[config.mk]
export PLATFORM = sky130hd
export DESIGN_NAME = hazard_ctrl
export DESIGN_NICKNAME = d
export VERILOG_FILES = /design/src/rtl/aww_types_pkg.sv /design/src/rtl/hazard_detect.sv /design/src/rtl/hazard_ctrl.sv
export SDC_FILE = /design/constraint.sdc
export NUM_CORES = 1
export LEC_CHECK = 0
export ABC_AREA = 0
export CAP_MARGIN = 20
export CORE_MARGIN = 2
export CORE_UTILIZATION = 25
export DETAILED_ROUTE_END_ITERATION = 6
export SYNTH_ARGS = -nofsm -noshare
export SYNTH_HDL_FRONTEND = slang
export SYNTH_HIERARCHICAL = 1
export SYNTH_SLANG_ARGS = --single-unit
[constraint.sdc]
create_clock -name CLK -period 2.8 [get_ports CLK]
set_input_delay 0.56 -clock CLK [delete_from_list [all_inputs] [get_ports CLK]]
set_output_delay 0.56 -clock CLK [all_outputs]
set_load 0.03 [all_outputs]
[src/rtl/aww_types_pkg.sv]
// Shared types for the aww core pipeline control.
// Hazard FSM states and pipeline latch indices.
package aww_types_pkg;

  typedef enum logic [1:0] {
    RUN,
    LDSTALL,
    DRAIN,
    HALTED
  } hz_state_t;

  localparam int IFID  = 0;
  localparam int IDEX  = 1;
  localparam int EXMEM = 2;
  localparam int MEMWB = 3;

endpackage

[src/rtl/hazard_detect.sv]
// Source/destination comparator for load-use and RAW hazards.
// HAZARD_FWD_EN: full forwarding, RAW interlock removed.
module hazard_detect #(
  parameter int REG_W = 5
) (
  input  logic             ex_load,
  input  logic             ex_wen,
  input  logic [REG_W-1:0] ex_rd,
  input  logic             mem_wen,
  input  logic [REG_W-1:0] mem_rd,
  input  logic [REG_W-1:0] id_rs,
  input  logic [REG_W-1:0] id_rt,
  output logic             ld_use,
  output logic             raw_hit
);

  logic ex_m;

  assign ex_m = (ex_rd != '0) &&
                ((ex_rd == id_rs) || (ex_rd == id_rt));

  assign ld_use = ex_load & ex_m;

`ifdef HAZARD_FWD_EN
  logic unused_fwd;
  assign unused_fwd = ^{ex_wen, mem_wen, mem_rd};
  assign raw_hit    = 1'b0;
`else
  logic mem_m;
  assign mem_m = (mem_rd != '0) &&
                 ((mem_rd == id_rs) || (mem_rd == id_rt));
  assign raw_hit = (ex_wen & ex_m) | (mem_wen & mem_m);
`endif

endmodule

[src/rtl/hazard_ctrl.sv]
// Hazard and pipeline-sequencing controller for the aww core.
// Optional macro HAZARD_FWD_EN disables the RAW interlock.
module hazard_ctrl
  import aww_types_pkg::*;
#(
  parameter int NLATCH   = 4,
  parameter int LOAD_LAT = 1,
  parameter int BR_STAGE = 2,
  parameter int REG_W    = 5
) (
  input  logic              CLK,
  input  logic              nRST,
  input  logic              ihit,
  input  logic              dhit,
  input  logic              mem_req,
  input  logic              ex_load,
  input  logic              ex_wen,
  input  logic [REG_W-1:0]  ex_rd,
  input  logic              mem_wen,
  input  logic [REG_W-1:0]  mem_rd,
  input  logic [REG_W-1:0]  id_rs,
  input  logic [REG_W-1:0]  id_rt,
  input  logic              br_taken,
  input  logic              halt_in,
  output logic [NLATCH-1:0] stall,
  output logic [NLATCH-1:0] flush,
  output logic              pc_wen,
  output logic              halt_out
);

  localparam int DW = $clog2(NLATCH + 1);

  hz_state_t st, st_n;
  logic [2:0]    bub, bub_n;
  logic [DW-1:0] drn, drn_n;
  logic          ld_use, raw_hit, mem_wait;

  hazard_detect #(.REG_W(REG_W)) u_det (
    .ex_load (ex_load),
    .ex_wen  (ex_wen),
    .ex_rd   (ex_rd),
    .mem_wen (mem_wen),
    .mem_rd  (mem_rd),
    .id_rs   (id_rs),
    .id_rt   (id_rt),
    .ld_use  (ld_use),
    .raw_hit (raw_hit)
  );

  assign mem_wait = mem_req & ~dhit;

  always_ff @(posedge CLK or negedge nRST) begin
    if (!nRST) begin
      st       <= RUN;
      bub      <= '0;
      drn      <= '0;
      halt_out <= 1'b0;
    end else begin
      st       <= st_n;
      bub      <= bub_n;
      drn      <= drn_n;
      halt_out <= (st_n == HALTED);
    end
  end

  always_comb begin
    st_n   = st;
    bub_n  = bub;
    drn_n  = drn;
    stall  = '0;
    flush  = '0;
    pc_wen = 1'b0;
    if (!nRST) begin
      flush = '1;
    end else begin
      unique case (st)
        RUN, LDSTALL: begin
          if (mem_wait) begin
            stall[NLATCH-2:0] = '1;
            flush[NLATCH-1]   = 1'b1;
          end else if (st == RUN && halt_in) begin
            st_n        = DRAIN;
            drn_n       = DW'(NLATCH - 1);
            flush[IFID] = 1'b1;
          end else if (st == LDSTALL) begin
            stall[IFID] = 1'b1;
            flush[IDEX] = 1'b1;
            if (bub <= 3'd1) begin
              st_n  = RUN;
              bub_n = '0;
            end else begin
              bub_n = bub - 3'd1;
            end
          end else if (ld_use) begin
            stall[IFID] = 1'b1;
            flush[IDEX] = 1'b1;
            if (LOAD_LAT > 1) begin
              st_n  = LDSTALL;
              bub_n = 3'(LOAD_LAT - 1);
            end
          end else if (raw_hit) begin
            stall[IFID] = 1'b1;
            flush[IDEX] = 1'b1;
          end else if (br_taken) begin
            flush[BR_STAGE-1:0] = '1;
            pc_wen              = 1'b1;
          end else if (!ihit) begin
            flush[IFID] = 1'b1;
          end else begin
            pc_wen = 1'b1;
          end
        end
        DRAIN: begin
          if (mem_wait) begin
            stall[NLATCH-2:0] = '1;
            flush[NLATCH-1]   = 1'b1;
          end else begin
            flush[IFID] = 1'b1;
            if (drn <= DW'(1)) begin
              st_n  = HALTED;
              drn_n = '0;
            end else begin
              drn_n = drn - DW'(1);
            end
          end
        end
        default: begin
          stall = '1;
        end
      endcase
    end
  end

endmodule

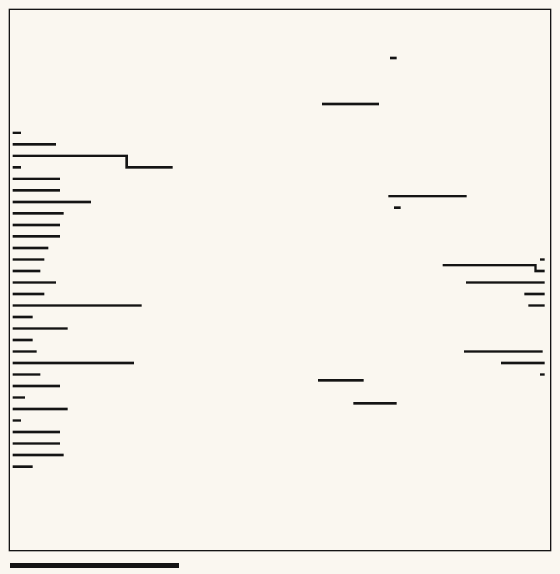
Fig. 1. Signal wires on met3.
Bar = 20 um.
40 nets have wire on it. The layer holds 8.5% of the routed length. The wires run mostly horizontal. The layer carries 222 um of wire. The longest straight run is 14.9 um.
Global Route met3 Usage: 3.17%
final WL: 2630 um
via count: 1025

==> Changelog: implementation <==
### Changed

- Vertical die size: 63.8 um
- Cell mode on critical path: buf_6
- Failing checks: setup timing
- Total GRT Usage: 13.6%
- # DRC: 0
- Mapped Nets: 143
- Worst path cell trace: buf_6 > or4_1 > o21ai_1 > o22ai_1 > buf_4 > or4_4 > a31oi_4 > buf_6
- Die W: 63.8 um
- Synthesized area per cell: 8.13 um^2
- GRT Residual Overflow: 0
- Final WS setup: -0.180 ns
- Post-place instance area: 0.00142 mm^2
- Critical Path Fanout Max: 2
- Ant diodes: 0
- Post-synthesis sequential area ratio: 25.2%
- Hold WS: 0.531 ns
- Final setup fails: 2
- Endpoints failing hold: 0
- Synth top area cells: dfrtp_1 (25%), xor2_1 (18%), nor2_1 (5.5%), ha_1 (4.2%), nor3_1 (3.9%)
- Status: finished with violations
- Post-synth top cells: xor2_1 (18), nor2_1 (13), dfrtp_1 (9), nor3_1 (7), inv_1 (6)
- Number of enable flip-flop cells: 0
- Max_slew headroom: 74.1%
- Async SR Flop Fraction: 100%
- H-tree Lvls: 1
- Worst Setup SP: mem_rd[1]
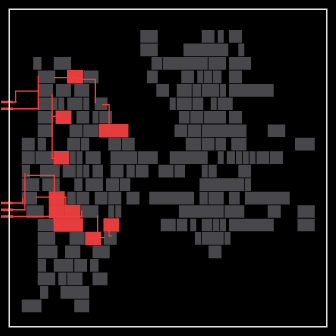
Fig. 2. Nets reached from selected ports.
Red is `id_rs`, bits 5, direction input, edge west, end cells 10, wire 119 um.

[worst max-delay path: cells and delay by family]
kind / cells / cell delay (ns)
buffers and inverters: 3 / 0.38
AND/OR/NAND/NOR: 2 / 1.01
AND-OR/OR-AND: 3 / 0.45
[state kept, by name (all words and copies together), names as in the netlist]
register  cells
bub           3
halt_out      1
st            2
drn           3
[stage by stage]
stage	std cells	worst slack (ns)	power, mW
5_1_grt	209	-0.224	0.866
6_report	209	-0.180	0.802
4_1_cts	209	-0.172	0.799
3_3_place_gp	205	-0.826	0.671
3_5_place_dp	205	-0.867	0.682
2_1_floorplan	110	0.0212	0.521
[final cells by class]
| class | instances | area (um^2) | area share, % |
|---|---|---|---|
| multi-input cells | 89 | 667 | 45.6 |
| repair buffers | 54 | 460 | 31.5 |
| flip-flops and latches | 9 | 225 | 15.4 |
| well taps | 46 | 57.6 | 3.93 |
| clock buffers | 4 | 26.3 | 1.80 |
| inverters | 7 | 26.3 | 1.80 |
[power by group]
group / switching (mW) / leakage, nW / internal (mW)
Combinational: 0.244 / 0.525 / 0.218
Clock: 0.0550 / 0.0150 / 0.0554
Sequential: 0.0521 / 0.114 / 0.177
[timing repair]
item | in CTS | in global routing
setup endpoints to repair | 4 | 3
pin swaps | 17 | 10
gates resized | 52 | 11
cloned | 0 | 0
[layer usage]
metal  part of all wire, %  global-route usage (%)  vias to the layer above
met5                     0                       0                        -
met4                   2.2                    7.34                        0
met3                   8.5                    3.17                        5
met2                    48                    23.7                       46
met1                    41                    15.1                      477
li1                      -                       -                      497
Power and IR drop assume default switching activity.
